run_1/logic_types.png
Scale bar: 10 microns.
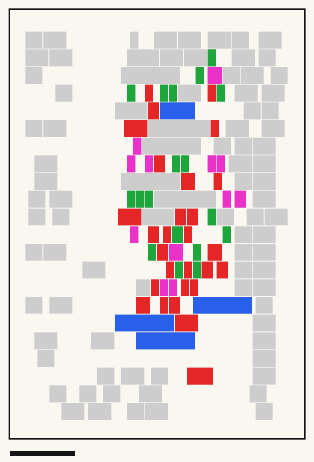
run_1/placement.png
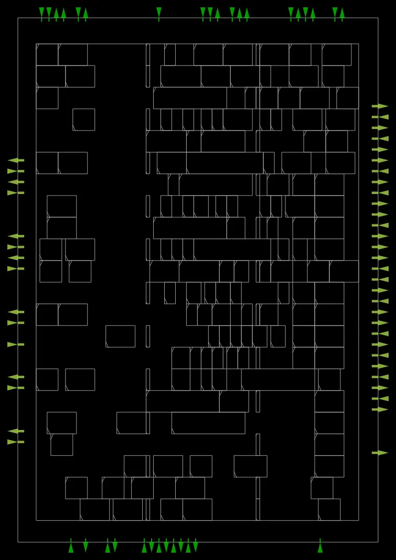
run_1/clk_routes.png
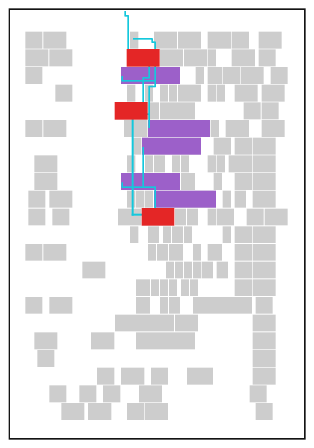
Design credit_tx, sky130hd; sources not shown.
==> run summary <==
flow finished, numbers: outcome=complete, no violations, ANT nets after route=0, Int Pwr=524 uW, highest metal used=met4, # clock sinks=5, Synth mux share=0, Max IR drop VDD=0.000287 V, Synth area leaders=buf_4 (35%), dfrtp_1 (15%), inv_1 (8.2%), crit end category=register, Comb area=approximately 300 sq um, Top FF cell, synth=dfrtp_1, final net count=192, Final TNS setup=0 ns, M1 GR Usage=0.0935, DP Wirelength=1520 microns, Inserted Clock Buffers=3, R2R Setup Slk=between 0.15 and 0.2 ns, reg2reg path depth=16, P_comb=628 uW, routability cong.=between 0.7 and 0.8, Slew HR=0.851, Iter 0 DRT Violations=9, Crit path buffers/inverters=4, area added between synthesis and finish=83.8%, final tally of setup violations=0
## Picture notes: logic_types.png
legend:
  red:
    family: NAND gates
    cells: 28
    most_used: nand2_1
  blue:
    family: adder and majority cells
    cells: 4
    most_used: ha_4
  magenta:
    family: NOR gates
    cells: 12
    most_used: nor2_1
  green:
    family: inverters
    cells: 18
    most_used: inv_1
fraction of area in multi-input gates: 0.235
Commonest Layout Cell: clkdlybuf4s50_1
final std cells w/o fill: 174

## Picture notes: placement.png
Flops: 5
num rows: 22
Final Core Density: 0.522
fillcell total: 239
Tapcell Cnt: 24

## Picture notes: clk_routes.png
legend:
  purple:
    item: flip-flops
    count: 5
  red:
    item: clock drivers
    count: 3
  cyan:
    item: clock wires
    length: 82.0 microns
routed clock nets: 4
clk_lat worst skew: 0.22 ns
Clock Power: 148 uW

[run 1: cell type report]
type                       instances  share of cell area
inverter                          18              0.0544
buffer                            32               0.190
sequential                         5               0.101
multi-input combinational         45               0.235
timing repair buffer              46               0.360
clock buffer                       3              0.0326
clock inverter                     1             0.00297
tap                               24              0.0237
[run 1: through the flow]
stage / setup slack [ns] / hold slack (ns) / instance area, sq um / cells
2_1_floorplan: 0.0136 / -0.201 / 691 / 100
3_3_place_gp: -0.0171 / 0.320 / 1160 / 168
3_5_place_dp: -0.0749 / 0.331 / 1160 / 168
4_1_cts: 0.0283 / 0.0985 / 1210 / 172
5_1_grt: -0.00533 / 0.0932 / 1260 / 174
6_report: 0.163 / 0.0923 / 1260 / 174
Power figures rest on the tool's default switching activity, not on a simulated workload.
